===== src/rtl/pipe_ctrl_if.sv =====
// Pipeline control bus: stall/redirect requests from the stages, stall/flush
// controls back to them, the redirect handshake toward the PC unit and the
// performance counters. master = core side, slave = pipe_ctrl.
interface pipe_ctrl_if #(
    parameter int NUM_STAGES = 8,
    parameter int PC_WIDTH   = 32,
    parameter int CNT_WIDTH  = 32
);
    logic [NUM_STAGES-1:0]          i_stall_req;
    logic [NUM_STAGES-1:0]          i_redirect;
    logic [NUM_STAGES*PC_WIDTH-1:0] i_redirect_pc;
    logic                           i_pc_ack;
    logic [NUM_STAGES-1:0]          o_stall;
    logic [NUM_STAGES-1:0]          o_flush;
    logic                           o_pc_alter;
    logic [PC_WIDTH-1:0]            o_pc;
    logic [CNT_WIDTH-1:0]           o_stall_cnt;
    logic [CNT_WIDTH-1:0]           o_redirect_cnt;
    logic [CNT_WIDTH-1:0]           o_pend_cnt;

    modport master (
        output i_stall_req, i_redirect, i_redirect_pc, i_pc_ack,
        input  o_stall, o_flush, o_pc_alter, o_pc,
        input  o_stall_cnt, o_redirect_cnt, o_pend_cnt
    );

    modport slave (
        input  i_stall_req, i_redirect, i_redirect_pc, i_pc_ack,
        output o_stall, o_flush, o_pc_alter, o_pc,
        output o_stall_cnt, o_redirect_cnt, o_pend_cnt
    );
endinterface


===== src/rtl/pipe_ctrl.sv =====
// Purpose: per-stage stall/flush generation and PC redirect handshake with perf counters.
// Latency: stall/flush/pc_alter/pc combinational (0 cycles); state and counters on the clock edge.
// Backpressure: a redirect not acked by the PC is held in PENDING until i_pc_ack; fetch flushed meanwhile.
//
// Ports: i_clk, i_rst (synchronous, active-high), bus (pipe_ctrl_if.slave)
// carrying stall/redirect requests in, stall/flush/redirect and counters out.
module pipe_ctrl #(
    parameter int NUM_STAGES = 8,
    parameter int PC_WIDTH   = 32,
    parameter int CNT_WIDTH  = 32
) (
    input  logic       i_clk,
    input  logic       i_rst,
    pipe_ctrl_if.slave bus
);
    typedef enum logic {IDLE = 1'b0, PENDING = 1'b1} state_t;

    state_t                state;
    logic [PC_WIDTH-1:0]   pend_pc;
    logic [CNT_WIDTH-1:0]  stall_cnt;
    logic [CNT_WIDTH-1:0]  redirect_cnt;
    logic [CNT_WIDTH-1:0]  pend_cnt;

    logic [NUM_STAGES-1:0] stall_above;
    logic [NUM_STAGES-1:0] redir_above;
    logic [NUM_STAGES-1:0] stall_mux;
    logic [NUM_STAGES-1:0] flush_mux;
    logic [PC_WIDTH-1:0]   win_pc;
    logic [PC_WIDTH-1:0]   pc_mux;
    logic                  alter_mux;
    logic                  any_redir;

    // stall_above[s]: some older stage k>s asks to stall.
    // redir_above[s]: some older stage k>s redirects, i.e. s is younger than
    // the winner and must be flushed.
    always_comb begin
        stall_above = '0;
        redir_above = '0;
        for (int s = 0; s < NUM_STAGES; s++) begin
            stall_above[s] = |(bus.i_stall_req >> (s + 1));
            redir_above[s] = |(bus.i_redirect >> (s + 1));
        end
    end

    // Ascending scan: the last hit is the oldest requester, which wins.
    always_comb begin
        win_pc = '0;
        for (int k = 0; k < NUM_STAGES; k++) begin
            if (bus.i_redirect[k]) begin
                win_pc = bus.i_redirect_pc[k*PC_WIDTH +: PC_WIDTH];
            end
        end
    end

    assign any_redir = |bus.i_redirect;

    always_comb begin
        flush_mux = redir_above;
        stall_mux = stall_above & ~redir_above;
        alter_mux = any_redir;
        pc_mux    = any_redir ? win_pc : '0;
        if (state == PENDING) begin
            // Keep fetch empty until the PC takes the redirect; a newer
            // redirect replaces the held target in the same cycle.
            flush_mux[0] = 1'b1;
            stall_mux[0] = 1'b0;
            alter_mux    = 1'b1;
            if (!any_redir) begin
                pc_mux = pend_pc;
            end
        end
        if (i_rst) begin
            flush_mux = '1;
            stall_mux = '0;
            alter_mux = 1'b0;
            pc_mux    = '0;
        end
    end

    assign bus.o_stall        = stall_mux;
    assign bus.o_flush        = flush_mux;
    assign bus.o_pc_alter     = alter_mux;
    assign bus.o_pc           = pc_mux;
    assign bus.o_stall_cnt    = i_rst ? '0 : stall_cnt;
    assign bus.o_redirect_cnt = i_rst ? '0 : redirect_cnt;
    assign bus.o_pend_cnt     = i_rst ? '0 : pend_cnt;

    always_ff @(posedge i_clk) begin
        if (i_rst) begin
            state        <= IDLE;
            pend_pc      <= '0;
            stall_cnt    <= '0;
            redirect_cnt <= '0;
            pend_cnt     <= '0;
        end else begin
            if (state == IDLE) begin
                if (any_redir && !bus.i_pc_ack) begin
                    state   <= PENDING;
                    pend_pc <= win_pc;
                end
            end else begin
                if (bus.i_pc_ack) begin
                    state <= IDLE;
                end else if (any_redir) begin
                    pend_pc <= win_pc;
                end
            end

            // Counters saturate at all-ones.
            if (stall_mux[0] && (stall_cnt != '1)) begin
                stall_cnt <= stall_cnt + CNT_WIDTH'(1);
            end
            if (any_redir && (redirect_cnt != '1)) begin
                redirect_cnt <= redirect_cnt + CNT_WIDTH'(1);
            end
            if ((state == PENDING) && (pend_cnt != '1)) begin
                pend_cnt <= pend_cnt + CNT_WIDTH'(1);
            end
        end
    end
endmodule


===== src/flat_wrapper.sv =====
// flat-port wrapper written by rule: the top's interface ports become plain ports
module pipe_ctrl_flat 
#(
    parameter int NUM_STAGES = 8,
    parameter int PC_WIDTH   = 32,
    parameter int CNT_WIDTH  = 32
)
  (i_clk, i_rst, bus_i_stall_req, bus_i_redirect, bus_i_redirect_pc, bus_i_pc_ack, bus_o_stall, bus_o_flush, bus_o_pc_alter, bus_o_pc, bus_o_stall_cnt, bus_o_redirect_cnt, bus_o_pend_cnt);
  pipe_ctrl_if #(.NUM_STAGES(NUM_STAGES), .PC_WIDTH(PC_WIDTH), .CNT_WIDTH(CNT_WIDTH)) bus_i ();
  input  logic i_clk;
  input  logic i_rst;
  input wire logic [$bits(bus_i.i_stall_req)-1:0] bus_i_stall_req;
  input wire logic [$bits(bus_i.i_redirect)-1:0] bus_i_redirect;
  input wire logic [$bits(bus_i.i_redirect_pc)-1:0] bus_i_redirect_pc;
  input wire logic [$bits(bus_i.i_pc_ack)-1:0] bus_i_pc_ack;
  output wire logic [$bits(bus_i.o_stall)-1:0] bus_o_stall;
  output wire logic [$bits(bus_i.o_flush)-1:0] bus_o_flush;
  output wire logic [$bits(bus_i.o_pc_alter)-1:0] bus_o_pc_alter;
  output wire logic [$bits(bus_i.o_pc)-1:0] bus_o_pc;
  output wire logic [$bits(bus_i.o_stall_cnt)-1:0] bus_o_stall_cnt;
  output wire logic [$bits(bus_i.o_redirect_cnt)-1:0] bus_o_redirect_cnt;
  output wire logic [$bits(bus_i.o_pend_cnt)-1:0] bus_o_pend_cnt;
  assign bus_i.i_stall_req = bus_i_stall_req;
  assign bus_i.i_redirect = bus_i_redirect;
  assign bus_i.i_redirect_pc = bus_i_redirect_pc;
  assign bus_i.i_pc_ack = bus_i_pc_ack;
  assign bus_o_stall = bus_i.o_stall;
  assign bus_o_flush = bus_i.o_flush;
  assign bus_o_pc_alter = bus_i.o_pc_alter;
  assign bus_o_pc = bus_i.o_pc;
  assign bus_o_stall_cnt = bus_i.o_stall_cnt;
  assign bus_o_redirect_cnt = bus_i.o_redirect_cnt;
  assign bus_o_pend_cnt = bus_i.o_pend_cnt;
  pipe_ctrl #(.NUM_STAGES(NUM_STAGES), .PC_WIDTH(PC_WIDTH), .CNT_WIDTH(CNT_WIDTH)) u_core (.i_clk(i_clk), .i_rst(i_rst), .bus(bus_i));
endmodule

===== config.mk =====
export PLATFORM = sky130hd
export DESIGN_NAME = pipe_ctrl_flat
export DESIGN_NICKNAME = d
export VERILOG_FILES = /design/src/rtl/pipe_ctrl_if.sv /design/src/rtl/pipe_ctrl.sv /design/src/flat_wrapper.sv
export SDC_FILE = /design/constraint.sdc
export NUM_CORES = 1
export LEC_CHECK = 0
export ABC_CLOCK_PERIOD_IN_PS = 5500
export CAP_MARGIN = 5
export CORE_ASPECT_RATIO = 1.2
export CORE_MARGIN = 3
export CORE_UTILIZATION = 30
export DETAILED_ROUTE_END_ITERATION = 8
export GPL_ROUTABILITY_DRIVEN = 0
export SLEW_MARGIN = 20
export SYNTH_ARGS = -nofsm -noshare
export SYNTH_HDL_FRONTEND = slang
export SYNTH_SLANG_ARGS = --single-unit
export TNS_END_PERCENT = 1

===== constraint.sdc =====
create_clock -name i_clk -period 5.5 [get_ports i_clk]
set_input_delay 1.1 -clock i_clk [delete_from_list [all_inputs] [get_ports i_clk]]
set_output_delay 1.1 -clock i_clk [all_outputs]
set_load 0.02 [all_outputs]

Figure 1. Clock distribution (run 1).
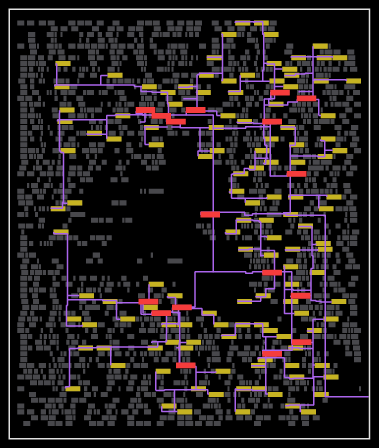
[yellow] flip-flops | count: 129
[purple] clock wires | length: 2160 um
[red] clock-net drivers | count: 17
routed clock nets	18

Figure 2. Local utilization (run 1).
The die is cut into 17 by 20 equal tiles; dark blue is low, red is high, 0 to 100% covered.
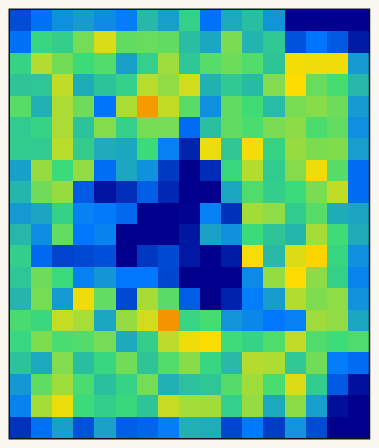
nearly empty tiles	6.5%
emptiest ninth of the die	center
fullest tile	83%
mean over tiles	41%
tiles over 75% full	0.90%

Figure 3. Signal wires by layer (run 1).
Scale bar: 50 um.
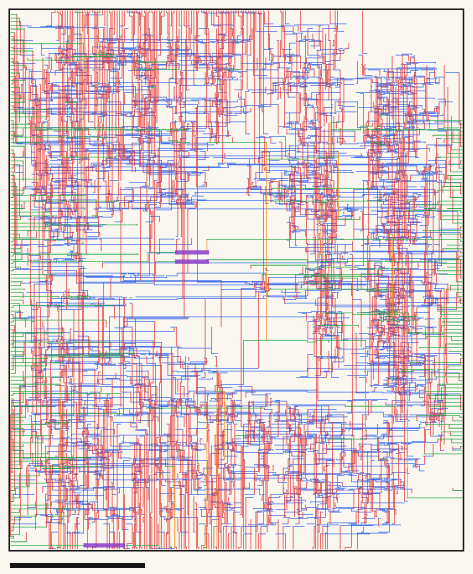
color	layer	wire length
blue	M1	16400 um
orange	M4	787 um
purple	M5	35.9 um
green	M3	3210 um
red	M2	20.0 mm

Figure 4. Selected gate families (run 1).
Scale bar: 50 um.
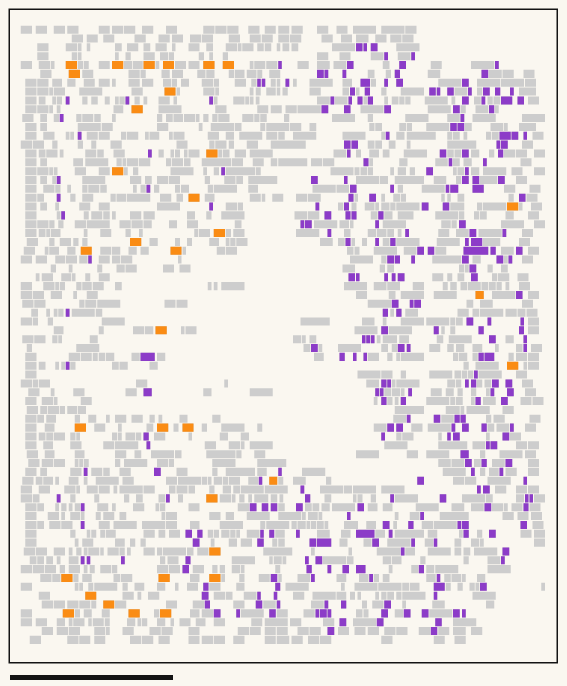
color	family	cells
purple	nor cells	296
orange	non-inverting ao/oa cells	34

==> run notes, run 1 <==
Physical design

The run finished with clean final reports. The data required time at the worst endpoint stands at 4.40 ns. The register fraction of the total cell area stands at 17.85%. Cells with a size suffix above 1 make up 8.098% of the layout. In the floorplan report the effective utilization is 30.77%. In the synthesis report, Yosys lists the chip area as 9460 um^2.

The synthesized design contains 0 enable-type register cells. The count of clock-net buffers in the final layout stands at 22. The tree is rooted in a clkbuf_16. The worst register-to-register path begins at u_core.stall_cnt[24].

The buffer depth of the longest clock path stands at 2. The synthesis stat section lists a flop and latch total of 129. The fraction of power consumed by sequential logic stands at 37.0%. After clock tree synthesis, the flow added hold-fix buffers numbering 0. The global route stage reports its total congestion overflow as 0. The highest attainable clock frequency stands at 204.9 MHz. The largest share of the power goes to the clock network. The main area contributors are dfxtp_1, nor2b_1, mux2_2. At the later pin of the worst-skew pair, clock insertion delay measures 0.42 ns. In this run the VDD rail shows a maximum IR drop of 0.0001971 V. For flop-to-flop paths, the worst setup slack is 2.72 ns. Dividing the detail-routed via count by the number of cells gives 5.327. The count of standard-cell rows stands at 70. Setup repair after global routing left no endpoint under its margin. The layout sequential cell count stands at 129.

Leaving out buffers and inverters, the combinational logic in the layout accounts for 6202 um^2. The clock sink count stands at 129. The share of synthesized area occupied by flip-flops and latches stands at 27.30%. Once iteration 0 of detailed routing completed, the report listed 910 DRC markers. The post-CTS repair timing setup buffer count stands at 0. Per STA, the highest per-stage delay on the worst path measures 0.67 ns.

The share of flip-flops with an asynchronous set or reset stands at 0%. Per the summary, power density relative to cell area is 180.6 nW/um^2. The setup TNS stands at 0 ns. The switching part of the total power stands at 27.49%. STA classifies the critical path startpoint as an input port. For this run the detailed placement stage logged an HPWL of 31540 um.

Among all cell types in the netlist, the one instantiated most often is dfxtp_1. The number of max-cap violations stands at 0. The netlist uses 59 different library cells.

The fraction of the core area covered by cells at the end of the flow stands at 47.06%. The power dissipated in combinational cells stands at 572 uW. The vertical die dimension stands at 200.5 um. The post-synthesis cell count from yosys stands at 1296. The total wire length stands at 40420 um. The count of instances resized after the clock tree is built stands at 0. The final power report lists total power as 2613 uW. Per the post-CTS timing run, clock transition at the registers of the reported paths is 0.06 ns. Global routing used 23.00% of the available tracks across all layers. Buffers outside the clock tree occupy 30.21% of the routed design's cell area. The mean post-synth cell area stands at 7.300 um^2. Looking at the setup timing report, the critical path kind is input port to output pin. Looking at the hold checks, the worst path lands on u_core.pend_pc[3]. The number of warnings reported in the stage logs is 27. The number of instances in the placed design stands at 2031. Before CTS, the worst setup slack after placement is 0.6543 ns. Looking at hold timing, the worst path starts from u_core.pend_pc[3].

420 I/O pins were placed. The flow inserted 396 tap cells. The total via count in the routed design stands at 11010.

The via count of the first global-routing pass is 10680. STA puts the critical path data arrival time at 3.78 ns. The pin slew with the least headroom to its limit stands at 1.070 ns. Note that the worst hold path type here is register to register.

In this run the biggest area consumer among cell types represents 27.30% of the synthesized area. The count of cells along the worst register-to-register path stands at 5. The post-layout worst setup margin stands at 0.6206 ns. Combinational logic is responsible for 21.9% of the overall power.
## run 1: cell families after synthesis
group / after synthesis / synth area share (%)
adder cells (fa/ha/maj): 3 / 0.3968
AND-OR/OR-AND: 286 / 19.36
flip-flops: 129 / 27.30
other: 1 / 0.03964
AND/OR/NAND/NOR: 612 / 35.05
buffers and inverters: 171 / 7.195
multiplexers: 82 / 9.549
XOR/XNOR: 12 / 1.111
## run 1: worst register-to-register path, cell delays in order (launching register included)
cell and delay [ns]:
dfxtp_1 0.44, nand4_2 0.19, or3_1 0.57, nor4_4 0.97
nor3b_1 0.14, mux2_1 0.35
## run 1: layout by cell type (no fill, tap or decap), drive strengths merged, types with 17 or more instances in the layout
cell type / instances
nor2b: 94
mux2: 54
nor2: 124
a221oi: 32
nor4: 18
or4: 17
dfxtp: 129
mux2i: 28
nand2: 111
nand2b: 38
or3: 19
nand4: 33
buf: 30
o22ai: 27
a21oi: 80
a221o: 32
clkdlybuf4s50: 409
inv: 71
nand3: 35
nor3: 53
clkbuf: 22
o21ai: 87
nand3b: 32
## run 1: worst max-delay path by stage
stage / start / to / cells past startpoint
2_1_floorplan: bus_i_redirect[5] / bus_o_pc[10] / 6
3_3_place_gp: bus_i_redirect[6] / bus_o_pc[13] / 8
3_5_place_dp: bus_i_redirect[6] / bus_o_pc[13] / 8
4_1_cts: bus_i_redirect[6] / bus_o_pc[13] / 8
5_1_grt: bus_i_redirect[6] / bus_o_pc[3] / 8
6_report: bus_i_redirect[6] / bus_o_pc[13] / 8
## run 1: layer usage
metal	GRT usage, %	vias to the layer above	wire length (um)	share of wire [%]
met2	40.47	406	20020	50
met4	6.489	6	787	1.9
li1	-	5369	-	-
met3	5.889	47	3207	7.9
met1	27.61	5177	16370	40
met5	0	-	35	0.087
Figure 5. Routing congestion (run 1).
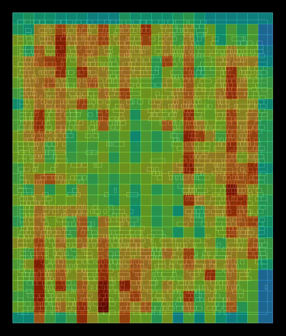

## Run 2: what changed since run 1
ABC_AREA = 1   (was not set)
REMOVE_ABC_BUFFERS = 1   (was not set)
Figure 6. Routing congestion (run 2).
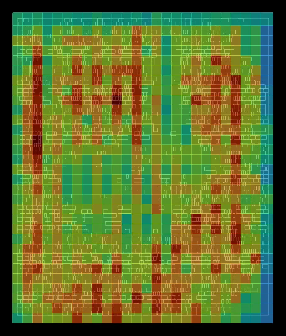
met1 demand-to-capacity share in global routing: 27.10%
final core area utilization: 44.62%
total track usage: 23.16%
average routed wire per standard cell: 16.38 um
Global Route met2 Usage: 42.43%

Figure 7. Clock distribution (run 2).
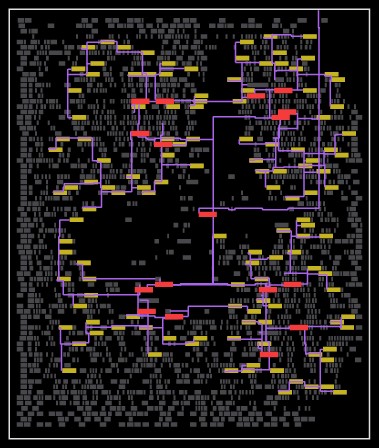
[purple] clock wires | length: 2290 um
[yellow] flip-flops | count: 129
[red] clock-net drivers | count: 17
flops lie	widely spread
routed clock nets	18

==> run 2 against run 1 <==
Net effect:
- register-to-register slack improved by 0.30 ns
- critical path type unchanged
- flip-flop count unchanged
- highest routed layer unchanged
- combinational power increased by 4.5%
==> run notes, run 2 <==
Physical design

The flow ran to the end, and the final reports show no timing, DRC or antenna violations. Post-synth the commonest register cell is dfxtp_1. After clock tree synthesis, the flow added hold-fix buffers numbering 0. The clock distribution power stands at 1210 uW. Per the synthesis report, the single largest cell type by area occupies 25.63% of cell area. The highest clock rate this design can be run at is 202.3 MHz. The share of synthesized area occupied by flip-flops and latches stands at 23.41%. The average vias per placed instance stands at 4.839. The number of instances in the placed design stands at 2840. Looking at the power breakdown, sequential logic takes 34.8% of the total. In this run the register-to-register setup slack is 3.02 ns. After synthesis, the mean cell area works out to 5.433 um^2. The via count of the first global-routing pass was 13340.

Detailed-route iteration 0 reported a violation count of 871. The tightest min-delay check is of the register to register type. Dividing the final minimum period by the clock period gives 89.86%. The count of instances resized after the clock tree is built stands at 0.

The clock sink count stands at 129. According to the timing report, the arrival time at the worst endpoint equals 3.84 ns. The flow reports that combinational logic draws 21.5% of the design power. For the sequential group, total power comes out at 969 uW. For the completed layout, the total cell area is recorded as 16120 um^2. TritonCTS built the clock tree. Per the breakdown, switching nets consume 28.19% of all power. The power consumption stands at 2780 uW.

The count of cells along the worst register-to-register path stands at 10. The signed area change from the synthesized netlist to the final layout stands at 46.18%. The biggest slice of the total power is consumed by the clock network. Of all cell types, the one taking the most synthesized area is nand2_1. The worst setup path is captured at an output pin. The clock latency on the worst-skew pair stands at 0.43 ns. For this run the aggregate overflow at the end of global routing stands at 0. nand2_1 is the most common cell in the netlist.

The number of cells produced by synthesis stands at 2030. Ranking logic cells in the layout by count gives the top entries nand2_1, clkdlybuf4s50_1, nor2_1. The number of synthesis warnings stands at 0.

The register bit total from synthesis stands at 129. The pin count of the biggest net entering global routing stands at 125. The critical path is of the input port to output pin type. By area the synthesized netlist is led by nand2_1, dfxtp_1, nor2_1. The count of flip-flops with a built-in enable after synthesis stands at 0. The vertical die dimension stands at 216.0 um. For this design the static power due to leakage is 0.006223 uW. According to the timing report, the data required time at the worst endpoint equals 4.40 ns. The count of H-tree levels built during CTS stands at 4.

The floorplan step set the die width to 181.0 um. The worst supply voltage drop on vdd stands at 0.0001989 V. The internal power contribution stands at 1996 uW. TritonCTS created 17 clock buffers. At the pin with the least slew margin, the transition time is 0.7698 ns. The final layout reports a setup TNS of 0 ns.

The tool warning count stands at 28. The share of flip-flops with an asynchronous set or reset stands at 0%. The number of primary I/O pins stands at 420. Once layout is complete, the cells apart from fillers number 2874. The post-CTS repair timing setup buffer count stands at 0. The tree is rooted in a clkbuf_16. The worst setup path is launched from an input port. Among logic cells in the layout, the one with the most instances is nand2_1. The count of standard-cell rows stands at 76.

The total via count in the routed design stands at 13910. The initial core utilization stands at 30.52%. The number of max-cap violations stands at 0. In this run, distinct cell masters in the synthesized netlist total 34.

The worst-case max-slew headroom was logged as 48.56%. The fraction of layout cells with a size suffix above 1 stands at 6.156%. The power dissipated in combinational cells stands at 598 uW. The power density over cell area stands at 172.4 nW/um^2.

For reference, the top cells by count after synthesis are nand2_1, nor2_1, inv_1. The total wire length stands at 47080 um. Setup repair after global routing left no endpoint under its margin. The post-synthesis cell count from yosys stands at 2030.

Looking at the worst setup and hold paths, the clock pins of their registers show a slew of 0.06 ns. The HPWL reported at the end of detailed placement stands at 36500 um. For this run, the chip area from Yosys synthesis comes to 11030 um^2. The buffer depth of the longest clock path stands at 2.
Figure 8. Selected gate families (run 2).
Scale bar: 50 um.
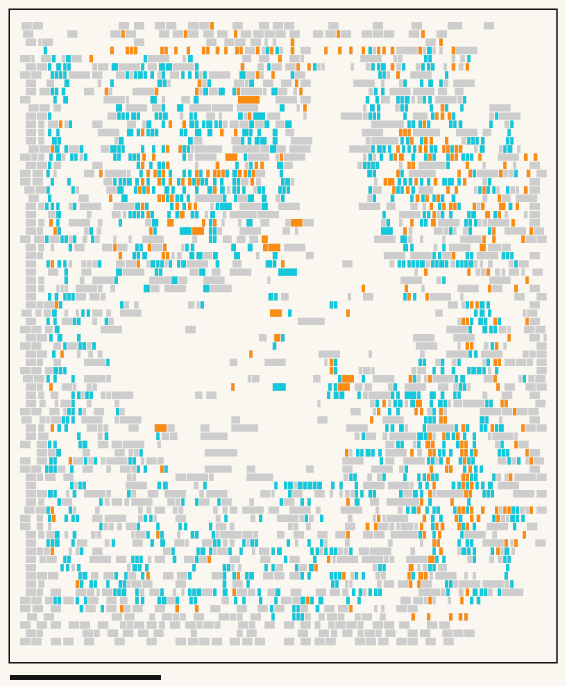
color	family	cells	where
orange	nor cells	355	widely spread
cyan	nand cells	909	widely spread

run 2: cell type report:
cell class / instances / area [um^2]
Timing Repair Buffer: 440 / 4383
Fill cell: 3874 / 20010
Multi-Input combinational cell: 1587 / 7142
Tap cell: 468 / 585.6
Clock inverter: 11 / 153.9
Clock buffer: 21 / 460.4
Antenna cell: 2 / 5.005
Inverter: 216 / 810.8
Sequential cell: 129 / 2582
run 2: stage by stage:
| step | worst slack (ns) | util (%) | hold WS, ns |
|---|---|---|---|
| after floorplan | 0.7446 | - | 0.4636 |
| after global placement | 0.6039 | 42.91 | 0.4839 |
| after detailed placement | 0.6267 | 42.91 | 0.4893 |
| after CTS | 0.6035 | 44.61 | 0.5004 |
| after global routing | 0.5310 | 44.62 | 0.5175 |
| final | 0.5579 | 44.62 | 0.4980 |
run 2: routing by layer:
layer	part of all wire (%)	track usage, %	up-vias
li1	-	-	7098
met1	41	27.10	6276
met2	51	42.43	469
met3	6.0	4.653	63
met4	2.6	7.010	2
met5	0.028	0	-
run 2: path summary, 6_finish.rpt:
kind / endpoint / startpoint
hold / removal: u_core.pend_cnt[1] / u_core.pend_cnt[1]
hold reg to reg: u_core.pend_cnt[1] / u_core.pend_cnt[1]
setup / recovery: bus_o_stall[0] / bus_i_redirect[7]
setup reg to reg: u_core.pend_cnt[7] / u_core.pend_cnt[0]
run 2: critical path, cell delays in order:
cell	delay, ns
clkdlybuf4s50_1	0.61
nor2_1	0.31
nand2_1	0.30
nor2_1	0.33
nand2_1	0.11
nor2_1	0.36
clkdlybuf4s50_1	0.72
run 2: cell families (layout without fill, tap and decap cells):
group,Yosys count,after routing,synth area share (%)
flops,129,129,23.41
simple gates,1264,1264,46.47
other cells,1,3,0.03400
buf+inv,314,688,11.99
compound gates,294,294,15.77
fa+ha+maj,3,3,0.3404
xor+xnor,25,25,1.985
## Run 3: what changed since run 2
CTS_CLUSTER_SIZE = 28   (was not set)
Figure 9. Selected gate families (run 3).
Scale bar: 50 um.
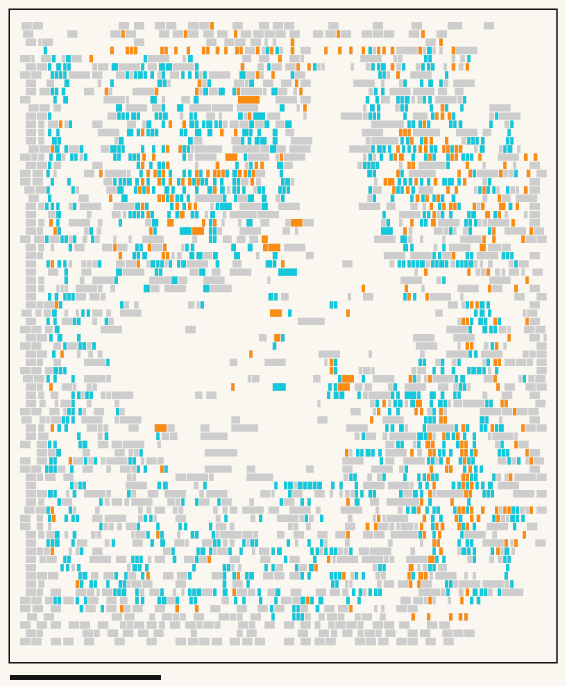
color	family	cells	where
cyan	nand cells	909	widely spread
orange	nor cells	355	widely spread

Figure 10. Signal wires by layer (run 3).
Scale bar: 50 um.
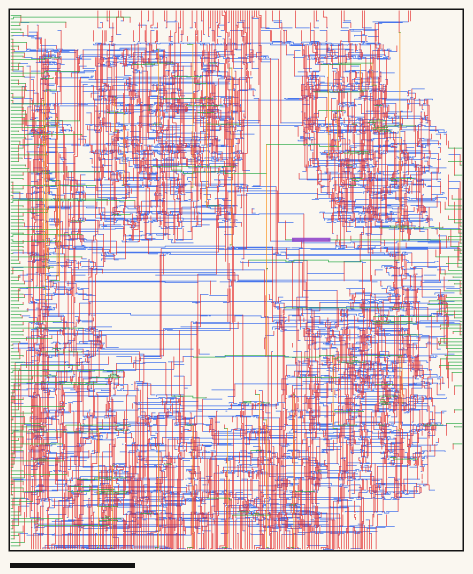
color	layer	wire length
red	M2	23.8 mm
orange	M4	1210 um
purple	M5	13.8 um
blue	M1	19200 um
green	M3	2830 um

==> run 3 against run 2 <==
Net effect:
- synthesized area unchanged
- worst hold slack unchanged
- flip-flop count is the same
- count of clock-buffer cells in the layout unchanged
- fmax stayed put
- sequential share of layout area is the same
- largest cell class unchanged
==> run notes, run 3 <==
Physical design

The yosys-reported design area after synthesis stands at 11030 um^2. The number of max-cap violations stands at 0. The slowest stage of the critical path belongs to the cell clkdlybuf4s50_1.

Global routing used 23.16% of the available tracks. The initial core utilization stands at 30.52%. The mean post-synth cell area stands at 5.433 um^2. The clock skew stands at 0.01497 ns. The number of buffers inserted during clock tree synthesis stands at 17. The registers of the reported paths see a clock transition of 0.06 ns.

Detailed placement ended at an HPWL of 36500 um. Leaving out fill and tap cells, the most frequent cell in the layout is nand2_1. TritonCTS built the clock tree. The report puts the cell count of the worst reg-to-reg path at 10.

For this run, the slowest stage of the critical path takes 0.72 ns. In this run the worst setup path begins at bus_i_redirect[7]. By instance count, the leading cell after synthesis is nand2_1. The minimum setup slack among reg-to-reg paths stands at 3.02 ns. The internal power contribution stands at 1996 uW.

The worst setup path is launched from an input port. The total die size stands at 39110 um^2. The standby leakage power stands at 0.006223 uW. The floorplan step set the die width to 181.0 um. The cell sitting at the root of the clock tree is a clkbuf_16. The tool warning count stands at 28.

The iteration count recorded for the first detailed-route pass is 6. In the final design database the tool counted 2669 nets. The final layout reports a setup TNS of 0 ns. The worst supply voltage drop on vdd stands at 0.0001989 V. The fraction of layout cells with a size suffix above 1 stands at 6.156%.

The count of H-tree levels built during CTS stands at 4. Per the hold report, the tightest min-delay path originates at u_core.pend_cnt[1]. The number of primary I/O pins stands at 420. The power density over cell area stands at 172.4 nW/um^2. In this run, post-CTS hold repair placed 0 buffers.

The data arrival time of the critical path stands at 3.84 ns. The fraction of power consumed by sequential logic stands at 34.8%. Counting pins that exceed their max-slew limit in the final report gives 0.

The vertical die dimension reported for this design is 216.0 um. The post-synthesis cell count from yosys stands at 2030. Per STA, the library cell used most along the worst path is nor2_1. The worst max-slew margin expressed relative to the limit stands at 48.56%. In the layout the commonest cells are nand2_1, clkdlybuf4s50_1, nor2_1.

Per STA, the worst path accumulates the most delay in the family simple AND/OR/NAND/NOR gates. Per the final timing report, the hold violations number 0. The sum of overflow across all layers after global routing stands at 0. Per STA, the endpoint of the critical path is bus_o_stall[0]. The core region area stands at 36130 um^2. The total via count in the routed design stands at 13910. CTS saw 129 sinks. Looking at the max-slew report, the worst-margin pin has a slew of 0.7698 ns. Setup repair after global routing left no endpoint under its margin. The number of antenna violations at the first check in global routing came to 3. In the final routed layout, each cell accounts on average for 16.38 um. The largest fanout of any net on the critical path stands at 5.

The clock reaches the later pin of the worst-skew pair after 0.43 ns. The flow ran to the end, and the final reports show no timing, DRC or antenna violations. The power report attributes to the combinational group a share of 21.5%. The tightest min-delay check is of the register to register type. According to the floorplan log, the row count is 76. Per the post-synthesis report, the number of cells in the design is 2030. The pin count of the biggest net entering global routing stands at 125. In this run the critical register-to-register path is captured at u_core.pend_cnt[7]. Sequential elements use 23.41% of the synthesized area. The number of synthesis warnings stands at 0. The count of instances resized after the clock tree is built stands at 0.

The average vias per placed instance stands at 4.839. The report gives the cell count of the worst hold path as 2. Per the timing report, the most critical flop-to-flop path originates at u_core.pend_cnt[0].

The number of buffers and inverters on the critical path stands at 2. The main area contributors are nand2_1, dfxtp_1, nor2_1. In this run the critical path is formed by clkdlybuf4s50_1 -> nor2_1 -> nand2_1 -> nor2_1 -> nand2_1 -> nor2_1 -> clkdlybuf4s50_1. The clock passes through at most 2 buffers. The data required time at the worst endpoint stands at 4.40 ns. The final antenna-violating net count stands at 0. The commonest register cell is dfxtp_1. Per the synthesis report, the number of distinct cell types is 34. The post-CTS repair timing setup buffer count stands at 0. The number of endpoints failing setup at the final stage stands at 0. The fraction of power consumed by the clock network stands at 43.6%. The register bit total from synthesis stands at 129. Buffers placed on the I/O ports in this run total 417. The power consumption stands at 2780 uW. The first global-routing pass estimated 72280 um of wire. The timing report lists the critical path depth as 7 cells. Switching power as a fraction of the total was reported as 28.19%. By startpoint and endpoint, the worst setup path is classified as input port to output pin. Between the synthesized netlist and the finished layout, the area growth was recorded as 46.18%. The minimum clock period stands at 4.942 ns. The biggest area contributor in the post-synthesis netlist is nand2_1.

The net switching power figure stands at 783.5 uW. The via count of the first global-routing pass stands at 13340. Of all flip-flops after synthesis, the portion carrying an async set or reset was 0%. The commonest cells after synthesis are nand2_1, nor2_1, inv_1.

The worst setup path is captured at an output pin. Yosys mapped a number of flops with a built-in enable equal to 0. For hold timing, the worst endpoint is u_core.pend_cnt[1]. The final period utilization stands at 89.86%. The number of DRC markers after the initial detailed-route iteration stands at 871.

The highest attainable clock frequency stands at 202.3 MHz. The total wire length stands at 47080 um. The worst slack at placement stands at 0.6267 ns.

The cell area that synthesis handed to floorplanning was 11030 um^2. The detailed-route DRC error count stands at 0. The final timing report gives a worst setup slack of 0.5579 ns. The top-area cell type share of the netlist area stands at 25.63%.
Figure 11. Routing congestion (run 3).
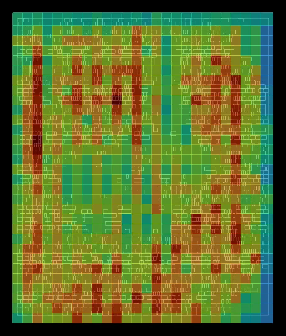
busiest layer in global routing: met2
met3 track demand over resource: 4.653%

[run 3: metrics by stage]
step / hold slack (ns) / instances / util, % / area (um^2)
after floorplan: 0.4636 / 1932 / - / 10520
after global placement: 0.4839 / 2840 / 42.91 / 15500
after detailed placement: 0.4893 / 2840 / 42.91 / 15500
after CTS: 0.5004 / 2872 / 44.61 / 16120
after global routing: 0.5175 / 2874 / 44.62 / 16120
final: 0.4980 / 2874 / 44.62 / 16120
[run 3: cell type report]
class | instances | area, um^2
multi-input cells | 1587 | 7142
flip-flops and latches | 129 | 2582
clock inverters | 11 | 153.9
clock buffers | 21 | 460.4
diodes | 2 | 5.005
fillers | 3874 | 20010
well taps | 468 | 585.6
repair buffers | 440 | 4383
inverters | 216 | 810.8
[run 3: worst register-to-register path: cells and delay by family, from the launching register on]
kind,cells,cell delay (ns)
and+or+nand+nor,5,1.05
DFF,1,0.42
buffers and inverters,2,0.38
AOI/OAI and AO/OA,2,0.25
adders and majority gates,1,0.24
[run 3: routing by layer]
layer  vias up  wire length [um]  GRT usage, %
met1      6276             19220         27.10
met5         -                13             0
li1       7098                 -             -
met3        63              2830         4.653
met4         2              1209         7.010
met2       469             23810         42.43
[run 3: logic make-up (layout without fill, tap and decap cells)]
group	count (synthesis)	count (layout)	synth area share, %
AOI/OAI and AO/OA	294	294	15.77
xor gates and xnor gates	25	25	1.985
adders and majority gates	3	3	0.3404
buffers and inverters	314	688	11.99
DFF	129	129	23.41
other	1	3	0.03400
and+or+nand+nor	1264	1264	46.47
[run 3: power groups by stage]
stage | Combinational [uW] | Sequential [uW] | Clock (uW)
6_report | 598 | 969 | 1210
5_1_grt | 652 | 971 | 1290
4_1_cts | 603 | 968 | 1240
3_5_place_dp | 600 | 989 | 0
3_3_place_gp | 598 | 988 | 0
2_1_floorplan | 216 | 987 | 0
Power figures rest on the tool's default switching activity, not on a simulated workload.
